Fig. 1: run 1, wire density map
The bar under the picture is 50 µm long. The die is cut into 34 by 34 equal tiles; dark blue is low, red is high, scaled to the fullest tile. Values are wire area over tile area, all layers added.
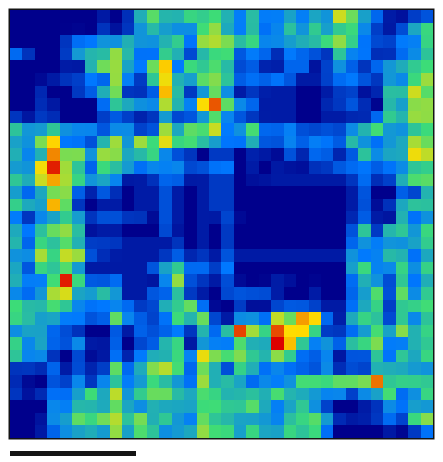
Fig. 2: run 1, placed cells, one color a class
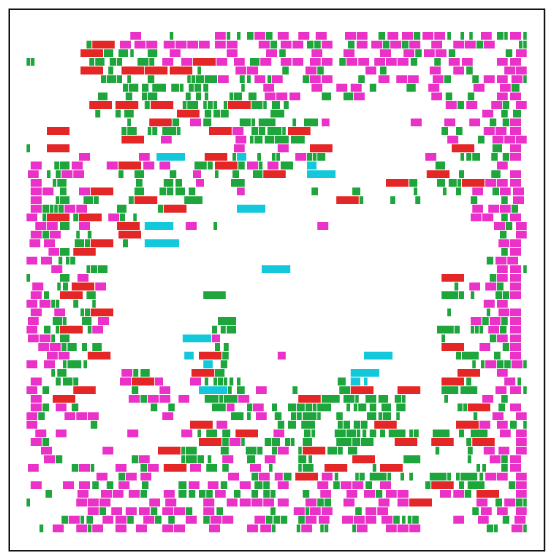
Fig. 3: run 1, track usage over the die
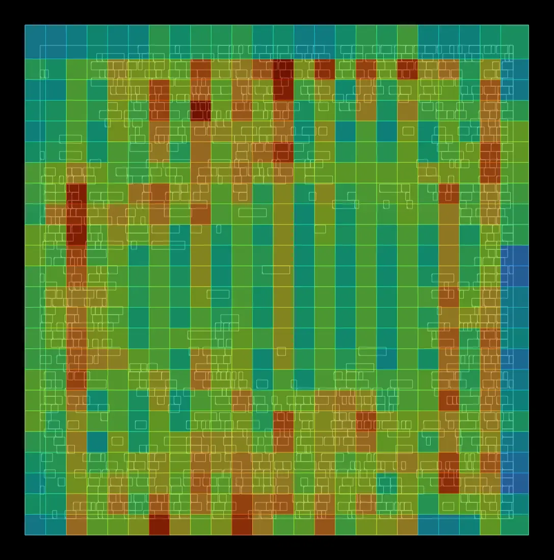
[src/rtl/axi_addr_window_guard_pkg.sv]
// Shared types and helpers for the AXI address-window guard.
// Response codes, FSM state enums and the window-membership check.
package axi_addr_window_guard_pkg;

  localparam logic [1:0] RESP_OKAY   = 2'b00;
  localparam logic [1:0] RESP_DECERR = 2'b11;

  typedef enum logic [1:0] {
    W_IDLE,
    W_PASS,
    W_DRAIN,
    W_RESP
  } wr_state_e;

  typedef enum logic [1:0] {
    R_IDLE,
    R_PASS,
    R_ERR
  } rd_state_e;

  // size must be a power of two and base aligned to it
  function automatic logic in_window(
    input logic [63:0] addr,
    input logic [63:0] base,
    input logic [63:0] size
  );
    return (addr & ~(size - 64'd1)) == base;
  endfunction

endpackage

[src/rtl/axi_addr_window_guard_rd_err.sv]
// Read-error beat generator: holds the rejected ID and counts out
// arlen+1 DECERR beats, stepping only on accepted beats.
// Ports: start/id_in/len_in load, active/rready step, rid/rlast/done out.
module axi_addr_window_guard_rd_err #(
  parameter int ID_W = 6
) (
  input  logic            clk,
  input  logic            rst,
  input  logic            start,
  input  logic [ID_W-1:0] id_in,
  input  logic [7:0]      len_in,
  input  logic            active,
  input  logic            rready,
  output logic [ID_W-1:0] rid,
  output logic            rlast,
  output logic            done
);

  logic [7:0] cnt;

  always_ff @(posedge clk) begin
    if (rst) begin
      cnt <= '0;
      rid <= '0;
    end else if (start) begin
      cnt <= len_in;
      rid <= id_in;
    end else if (active && rready && cnt != 8'd0) begin
      cnt <= cnt - 8'd1;
    end
  end

  assign rlast = active && (cnt == 8'd0);
  assign done  = rlast && rready;

endmodule

[src/rtl/axi_addr_window_guard.sv]
// Address-window guard for one slave port: forwards in-window bursts,
// answers the rest locally with DECERR and tracks rejection stats.
// Ports: s_* upstream AXI, m_* downstream AXI, err_* statistics.
module axi_addr_window_guard
  import axi_addr_window_guard_pkg::*;
#(
  parameter int              ID_W      = 6,
  parameter int              ADDR_W    = 32,
  parameter int              DATA_W    = 32,
  parameter logic [ADDR_W-1:0] BASE_ADDR = 32'h0000_C000,
  parameter int              WIN_SIZE  = 4096,
  parameter int              CNT_W     = 16
) (
  input  logic                clk,
  input  logic                rst,
  input  logic [ID_W-1:0]     s_awid,
  input  logic [ADDR_W-1:0]   s_awaddr,
  input  logic [7:0]          s_awlen,
  input  logic                s_awvalid,
  output logic                s_awready,
  input  logic [DATA_W-1:0]   s_wdata,
  input  logic [DATA_W/8-1:0] s_wstrb,
  input  logic                s_wlast,
  input  logic                s_wvalid,
  output logic                s_wready,
  output logic [ID_W-1:0]     s_bid,
  output logic [1:0]          s_bresp,
  output logic                s_bvalid,
  input  logic                s_bready,
  input  logic [ID_W-1:0]     s_arid,
  input  logic [ADDR_W-1:0]   s_araddr,
  input  logic [7:0]          s_arlen,
  input  logic                s_arvalid,
  output logic                s_arready,
  output logic [ID_W-1:0]     s_rid,
  output logic [DATA_W-1:0]   s_rdata,
  output logic [1:0]          s_rresp,
  output logic                s_rlast,
  output logic                s_rvalid,
  input  logic                s_rready,
  output logic [ID_W-1:0]     m_awid,
  output logic [ADDR_W-1:0]   m_awaddr,
  output logic [7:0]          m_awlen,
  output logic                m_awvalid,
  input  logic                m_awready,
  output logic [DATA_W-1:0]   m_wdata,
  output logic [DATA_W/8-1:0] m_wstrb,
  output logic                m_wlast,
  output logic                m_wvalid,
  input  logic                m_wready,
  input  logic [ID_W-1:0]     m_bid,
  input  logic [1:0]          m_bresp,
  input  logic                m_bvalid,
  output logic                m_bready,
  output logic [ID_W-1:0]     m_arid,
  output logic [ADDR_W-1:0]   m_araddr,
  output logic [7:0]          m_arlen,
  output logic                m_arvalid,
  input  logic                m_arready,
  input  logic [ID_W-1:0]     m_rid,
  input  logic [DATA_W-1:0]   m_rdata,
  input  logic [1:0]          m_rresp,
  input  logic                m_rlast,
  input  logic                m_rvalid,
  output logic                m_rready,
  output logic [CNT_W-1:0]    err_count,
  output logic [ADDR_W-1:0]   err_addr,
  output logic                err_pulse
);

  wr_state_e       w_state, w_next;
  rd_state_e       r_state, r_next;
  logic [ID_W-1:0] aw_id_q;
  logic            aw_in, ar_in;
  logic            aw_rej, ar_rej;
  logic [ID_W-1:0] e_rid;
  logic            e_rlast, e_done;

  assign aw_in = in_window(64'(s_awaddr), 64'(BASE_ADDR),
                           64'(WIN_SIZE));
  assign ar_in = in_window(64'(s_araddr), 64'(BASE_ADDR),
                           64'(WIN_SIZE));

  assign aw_rej = !rst && w_state == W_IDLE
                  && s_awvalid && !aw_in;
  assign ar_rej = !rst && r_state == R_IDLE
                  && s_arvalid && !ar_in;

  always_ff @(posedge clk) begin
    if (rst) begin
      w_state <= W_IDLE;
      r_state <= R_IDLE;
      aw_id_q <= '0;
    end else begin
      w_state <= w_next;
      r_state <= r_next;
      if (aw_rej) aw_id_q <= s_awid;
    end
  end

  always_comb begin
    w_next    = w_state;
    m_awvalid = 1'b0;
    s_awready = 1'b0;
    m_awid    = '0;
    m_awaddr  = '0;
    m_awlen   = '0;
    m_wvalid  = 1'b0;
    s_wready  = 1'b0;
    m_wdata   = '0;
    m_wstrb   = '0;
    m_wlast   = 1'b0;
    s_bvalid  = 1'b0;
    s_bid     = '0;
    s_bresp   = RESP_OKAY;
    m_bready  = 1'b0;
    unique case (w_state)
      W_IDLE: begin
        if (s_awvalid && aw_in) begin
          m_awvalid = 1'b1;
          s_awready = m_awready;
          m_awid    = s_awid;
          m_awaddr  = s_awaddr;
          m_awlen   = s_awlen;
          if (m_awready) w_next = W_PASS;
        end else if (s_awvalid) begin
          s_awready = 1'b1;
          w_next    = W_DRAIN;
        end
      end
      W_PASS: begin
        m_wvalid = s_wvalid;
        s_wready = m_wready;
        m_wdata  = s_wdata;
        m_wstrb  = s_wstrb;
        m_wlast  = s_wlast;
        s_bvalid = m_bvalid;
        s_bid    = m_bid;
        s_bresp  = m_bresp;
        m_bready = s_bready;
        if (m_bvalid && s_bready) w_next = W_IDLE;
      end
      W_DRAIN: begin
        s_wready = 1'b1;
        if (s_wvalid && s_wlast) w_next = W_RESP;
      end
      W_RESP: begin
        s_bvalid = 1'b1;
        s_bid    = aw_id_q;
        s_bresp  = RESP_DECERR;
        if (s_bready) w_next = W_IDLE;
      end
      default: w_next = W_IDLE;
    endcase
    // handshakes stay quiet while reset is held
    if (rst) begin
      m_awvalid = 1'b0;
      s_awready = 1'b0;
      m_wvalid  = 1'b0;
      s_wready  = 1'b0;
      s_bvalid  = 1'b0;
      m_bready  = 1'b0;
    end
  end

  always_comb begin
    r_next    = r_state;
    m_arvalid = 1'b0;
    s_arready = 1'b0;
    m_arid    = '0;
    m_araddr  = '0;
    m_arlen   = '0;
    s_rvalid  = 1'b0;
    s_rid     = '0;
    s_rdata   = '0;
    s_rresp   = RESP_OKAY;
    s_rlast   = 1'b0;
    m_rready  = 1'b0;
    unique case (r_state)
      R_IDLE: begin
        if (s_arvalid && ar_in) begin
          m_arvalid = 1'b1;
          s_arready = m_arready;
          m_arid    = s_arid;
          m_araddr  = s_araddr;
          m_arlen   = s_arlen;
          if (m_arready) r_next = R_PASS;
        end else if (s_arvalid) begin
          s_arready = 1'b1;
          r_next    = R_ERR;
        end
      end
      R_PASS: begin
        s_rvalid = m_rvalid;
        s_rid    = m_rid;
        s_rdata  = m_rdata;
        s_rresp  = m_rresp;
        s_rlast  = m_rlast;
        m_rready = s_rready;
        if (m_rvalid && s_rready && m_rlast) r_next = R_IDLE;
      end
      R_ERR: begin
        s_rvalid = 1'b1;
        s_rid    = e_rid;
        s_rresp  = RESP_DECERR;
        s_rlast  = e_rlast;
        if (e_done) r_next = R_IDLE;
      end
      default: r_next = R_IDLE;
    endcase
    if (rst) begin
      m_arvalid = 1'b0;
      s_arready = 1'b0;
      s_rvalid  = 1'b0;
      m_rready  = 1'b0;
    end
  end

  axi_addr_window_guard_rd_err #(
    .ID_W(ID_W)
  ) u_rd_err (
    .clk   (clk),
    .rst   (rst),
    .start (ar_rej),
    .id_in (s_arid),
    .len_in(s_arlen),
    .active(r_state == R_ERR),
    .rready(s_rready),
    .rid   (e_rid),
    .rlast (e_rlast),
    .done  (e_done)
  );

  logic [1:0]     n_rej;
  logic [CNT_W:0] cnt_sum;

  assign n_rej   = {1'b0, aw_rej} + {1'b0, ar_rej};
  assign cnt_sum = {1'b0, err_count} + (CNT_W + 1)'(n_rej);

  // AR wins err_addr when both channels reject together
  always_ff @(posedge clk) begin
    if (rst) begin
      err_count <= '0;
      err_addr  <= '0;
      err_pulse <= 1'b0;
    end else begin
      err_pulse <= aw_rej || ar_rej;
      if (cnt_sum[CNT_W]) err_count <= '1;
      else err_count <= cnt_sum[CNT_W-1:0];
      if (ar_rej) err_addr <= s_araddr;
      else if (aw_rej) err_addr <= s_awaddr;
    end
  end

endmodule

[config.mk]
export PLATFORM = sky130hd
export DESIGN_NAME = axi_addr_window_guard
export DESIGN_NICKNAME = d
export VERILOG_FILES = /design/src/rtl/axi_addr_window_guard_pkg.sv /design/src/rtl/axi_addr_window_guard_rd_err.sv /design/src/rtl/axi_addr_window_guard.sv
export SDC_FILE = /design/constraint.sdc
export NUM_CORES = 1
export LEC_CHECK = 0
export ABC_CLOCK_PERIOD_IN_PS = 5750
export CORE_AREA = 5 5 163 165
export CTS_BUF_LIST = sky130_fd_sc_hd__clkbuf_16
export DETAILED_ROUTE_END_ITERATION = 10
export DIE_AREA = 0 0 168 170
export MAX_ROUTING_LAYER = met4
export PLACE_DENSITY = 0.61
export SYNTH_ARGS = -nofsm -noshare
export SYNTH_HDL_FRONTEND = slang
export SYNTH_HIERARCHICAL = 1
export SYNTH_SLANG_ARGS = --single-unit
export TNS_END_PERCENT = 1
[constraint.sdc]
create_clock -name clk -period 5.75 [get_ports clk]
set_clock_uncertainty 0.1 [all_clocks]
set_input_delay 0.575 -clock clk [delete_from_list [all_inputs] [get_ports clk]]
set_output_delay 0.575 -clock clk [all_outputs]
set_load 0.02 [all_outputs]
==> impl_metrics.json, run 1 <==
{
  "cpPeakStageDelay_ns": 0.65,
  "wl_per_cell_um": 17.6,
  "io_pins": 427,
  "synth_top_cell_by_area": "dfxtp_1",
  "finalClockPeriodUsage_pct": 72.0,
  "clock_sinks": 73,
  "reg2reg_from": "r_state[0]",
  "routed_wl_um": 23800,
  "fillCellCount": 2521,
  "seq_area_share_pct": 15.3,
  "fin_setup_tns_ns": 0,
  "fmax_mhz": 241,
  "clkbuf_count": 9,
  "whs_ns": 0.378,
  "critPathSlowestCell": "clkdlybuf4s50_1",
  "dr.pass1.iters": 4,
  "common_cells": "and2_1 (124), dfxtp_1 (73), nor2_1 (61), buf_4 (41), nand2_1 (37)",
  "power.density_nw_per_um2": 224,
  "combPwrFrac_pct": 44.3,
  "finalPower_mw": 2.13,
  "worstPathArrival_ns": 3.47,
  "status": "completed",
  "dp_cells": 1336,
  "path_clk_slew_ns": 0.06,
  "synth_area_um2": 5190,
  "antenna_cells": 0,
  "lay_top_cells": "clkdlybuf4s50_1 (389), and2_1 (124), dfxtp_1 (73)",
  "ff_type": "dfxtp_1",
  "grt_pass1_vias": 6040,
  "synth_async_sr_flop_share_pct": 0,
  "die_y_um": 170,
  "cp_cell_sequence": "clkdlybuf4s50_1 -> nor4_1 -> and2_1 -> nand4_2 -> buf_4 -> nor2_4 -> and2_1 -> clkdlybuf4s50_1",
  "m1WireLength_um": 10000,
  "yosys.cell_types.count": 72
}
## Picture notes: Fig. 1
The mean over all tiles is 0.13. The densest ninth of the die: bottom middle. The emptiest ninth of the die: middle. The fullest tile reaches 0.51. 13% of the tiles are nearly empty.

## Picture notes: Fig. 2
Cyan is clock drivers and dummy loads, cells 16, share of their area 3.3%. Red is registers, cells 73, share of their area 16%. Green is remaining logic cells, cells 535, share of their area 37%. Magenta is remaining buffers and delay cells, cells 398, share of their area 43%.

## Picture notes: Fig. 3
Top Usage Layer GRT: met2
met2 Use GR: 27.0%

## run 1: worst max-delay path by stage
stage	end	startpoint	slack, ns	cells past startpoint
floorplan	err_count[1]	w_state[0]	2.72	14
global placement	m_awid[5]	s_awaddr[12]	1.48	8
detailed placement	m_awid[5]	s_awaddr[12]	1.51	8
CTS	m_awid[5]	s_awaddr[12]	1.51	8
global route	m_awid[5]	s_awaddr[24]	1.43	8
finish	m_awid[5]	s_awaddr[24]	1.61	8
## run 1: kinds of logic (layout without fill, tap and decap cells)
family / count (synthesis) / after routing
fa+ha+maj: 12 / 12
other cells: 1 / 36
simple gates: 341 / 341
mux: 7 / 7
xor+xnor: 9 / 9
compound gates: 112 / 112
flops: 73 / 73
buf+inv: 101 / 432
Fig. 4: run 1, metal layers overlaid
The bar under the picture is 50 µm long.
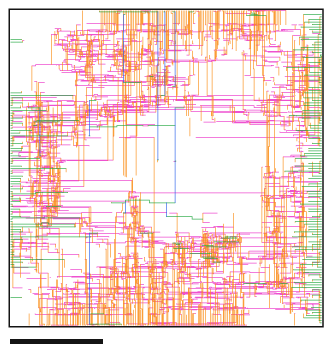

--- run 2 (diff from run 1) ---
ABC_CLOCK_PERIOD_IN_PS = 3800   (was 5750)
CORE_AREA = 5 5 164 166   (was 5 5 163 165)
DIE_AREA = 0 0 169 171   (was 0 0 168 170)
PLACE_DENSITY = 0.63   (was 0.61)
clock period = 3.8 ns   (was 5.75 ns; I/O delays follow)
Fig. 5: run 2, metal layers overlaid
The bar under the picture is 50 µm long.
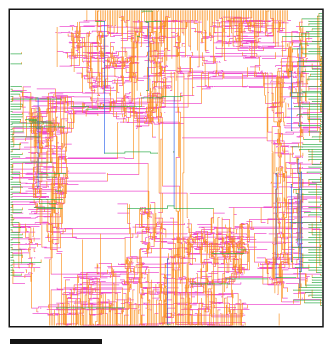
Orange is M2, wire length 11,800 µm. Magenta is M1, wire length 9,850 µm. Green is M3, wire length 1,590 µm. Blue is M4, wire length 577 µm.

==> impl_metrics.json, run 2 <==
{
  "clkbuf_count": 9,
  "power.density_nw_per_um2": 331,
  "syn_to_final_growth_pct": 83.9,
  "fillCellCount": 2625,
  "fmax_mhz": 287,
  "grt-busiest-layer": "met2",
  "synth_async_sr_flop_share_pct": 0,
  "common_cells": "and2_1 (124), dfxtp_1 (73), nor2_1 (61), buf_4 (41), nand2_1 (37)",
  "antenna_cells": 0,
  "status": "completed",
  "io_pins": 427,
  "dr.pass1.iters": 5,
  "cp.depth": 8,
  "routed_wl_um": 23800,
  "cpPeakStageDelay_ns": 0.60,
  "whs_ns": 0.375,
  "cp_cell_sequence": "clkdlybuf4s50_1 -> nor4_1 -> nand3_1 -> or2_4 -> nor2_4 -> buf_12 -> and2_1 -> clkdlybuf4s50_1",
  "m1WireLength_um": 9850,
  "grtUsageMet2_pct": 27.0,
  "cts_tree": "done",
  "lay_top_cells": "clkdlybuf4s50_1 (389), and2_1 (124), dfxtp_1 (73)",
  "clock_sinks": 73,
  "grt_pass1_vias": 6084,
  "seq_area_share_pct": 15.3,
  "required_ns": 3.32,
  "worstPathArrival_ns": 3.01,
  "critPathSlowestCell": "clkdlybuf4s50_1",
  "dp_cells": 1345,
  "ff_type": "dfxtp_1",
  "finalClockPeriodUsage_pct": 91.7,
  "pre_cts_ws_ns": 0.322,
  "synth_area_um2": 5190,
  "reg2reg_from": "r_state[0]",
  "crit_start": "s_araddr[23]",
  "die_y_um": 171,
  "switching_share_pct": 37.2,
  "wl_per_cell_um": 17.5,
  "yosys.cell_types.count": 72,
  "combPwrFrac_pct": 45.6
}
[run 2: cell types whose count changed in the layout (fill, tap and decap cells not counted)]
| cell | before | now |
|---|---|---|
| clkinvlp_4 | 0 | 3 |
| buf_12 | 0 | 2 |
| buf_4 | 9 | 11 |
| clkinv_4 | 3 | 1 |
| bufinv_16 | 1 | 0 |
| inv_1 | 18 | 19 |
| inv_6 | 2 | 1 |
[run 2: worst reg2reg max path, cell delays in order (launching register included)]
cell     delay (ns)
dfxtp_1        0.35
inv_1          0.09
ha_1           0.24
nand2_1        0.16
nor2_1         0.25
o21ai_4        0.16
fa_1           0.42
nor2b_1        0.34
nand4_1        0.24
nor3_1         0.25
mux2i_1        0.21
nor2_1         0.05
Fig. 6: run 2, track usage over the die
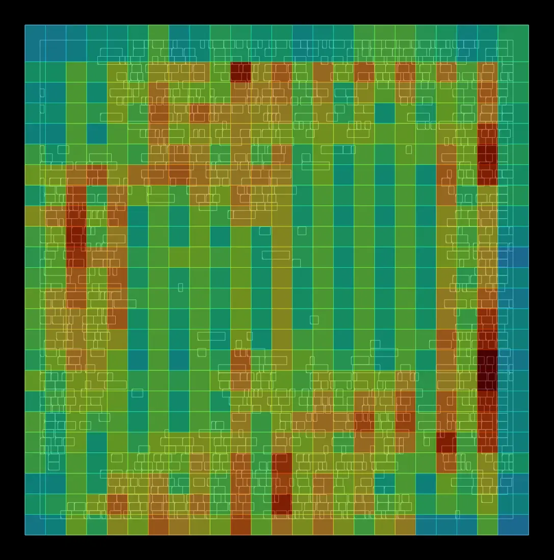

--- run 3 (diff from run 2) ---
CORE_AREA = 5 5 162 164   (was 5 5 164 166)
DIE_AREA = 0 0 167 169   (was 0 0 169 171)
PLACE_DENSITY = 0.62   (was 0.63)
SYNTH_HIERARCHICAL = unset   (was 1)
Fig. 7: run 3, track usage over the die
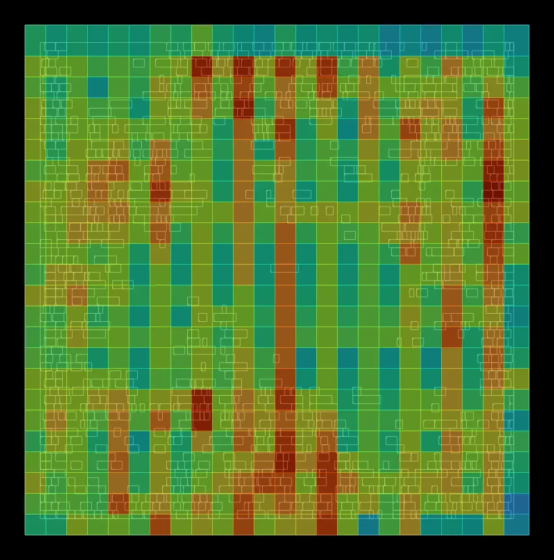
Routed wire per std cell: 18.7 µm
met2 Use GR: 30.0%
utilization after layout: 37.7%

==> impl_metrics.json, run 3 <==
{
  "syn_to_final_growth_pct": 90.2,
  "io_pins": 427,
  "crit_start": "s_awaddr[13]",
  "path_clk_slew_ns": 0.07,
  "common_cells": "and2_1 (123), dfxtp_1 (73), nor2_1 (56), nand2_1 (46), buf_4 (42)",
  "yosys.cell_types.count": 57,
  "clkbuf_count": 9,
  "seq_area_share_pct": 15.7,
  "pre_cts_ws_ns": 0.284,
  "routed_wl_um": 25100,
  "finalClockPeriodUsage_pct": 89.9,
  "fillCellCount": 2547,
  "whs_ns": 0.356,
  "critPathSlowestCell": "clkdlybuf4s50_1",
  "fmax_mhz": 293,
  "required_ns": 3.32,
  "grt_pass1_vias": 6091,
  "die_y_um": 169,
  "critPathCapture": "m_awid[2]",
  "grt-busiest-layer": "met2",
  "cpPeakStageDelay_ns": 0.60,
  "cp_cell_sequence": "clkdlybuf4s50_1 -> nor3_1 -> and4_1 -> nand3_2 -> nor2_4 -> buf_12 -> and2_1 -> clkdlybuf4s50_1",
  "synth_top_cell_by_area": "dfxtp_1",
  "status": "completed"
}
==> run 3: worst min-delay path by stage <==
stage	from	endpoint	cells after the start
after floorplan	u_rd_err.rid[5]	u_rd_err.rid[5]	2
after global placement	u_rd_err.rid[5]	u_rd_err.rid[5]	2
after detailed placement	err_addr[5]	err_addr[5]	2
after CTS	err_addr[5]	err_addr[5]	2
after global routing	err_addr[9]	err_addr[9]	2
final	err_addr[1]	err_addr[1]	2
==> run 3: logic make-up after synthesis <==
logic type	share of synthesized area, %
and+or+nand+nor	35.9
AOI/OAI and AO/OA	16.9
buffers and inverters	10.5
DFF	29.8
xor gates and xnor gates	2.68
adders and majority gates	2.96
muxes	1.23
other	0.0765
==> run 3: report_power, final <==
group          internal (mW)  switching [mW]
clock network          0.523           0.392
registers              0.863          0.0643
logic                  0.719           0.784
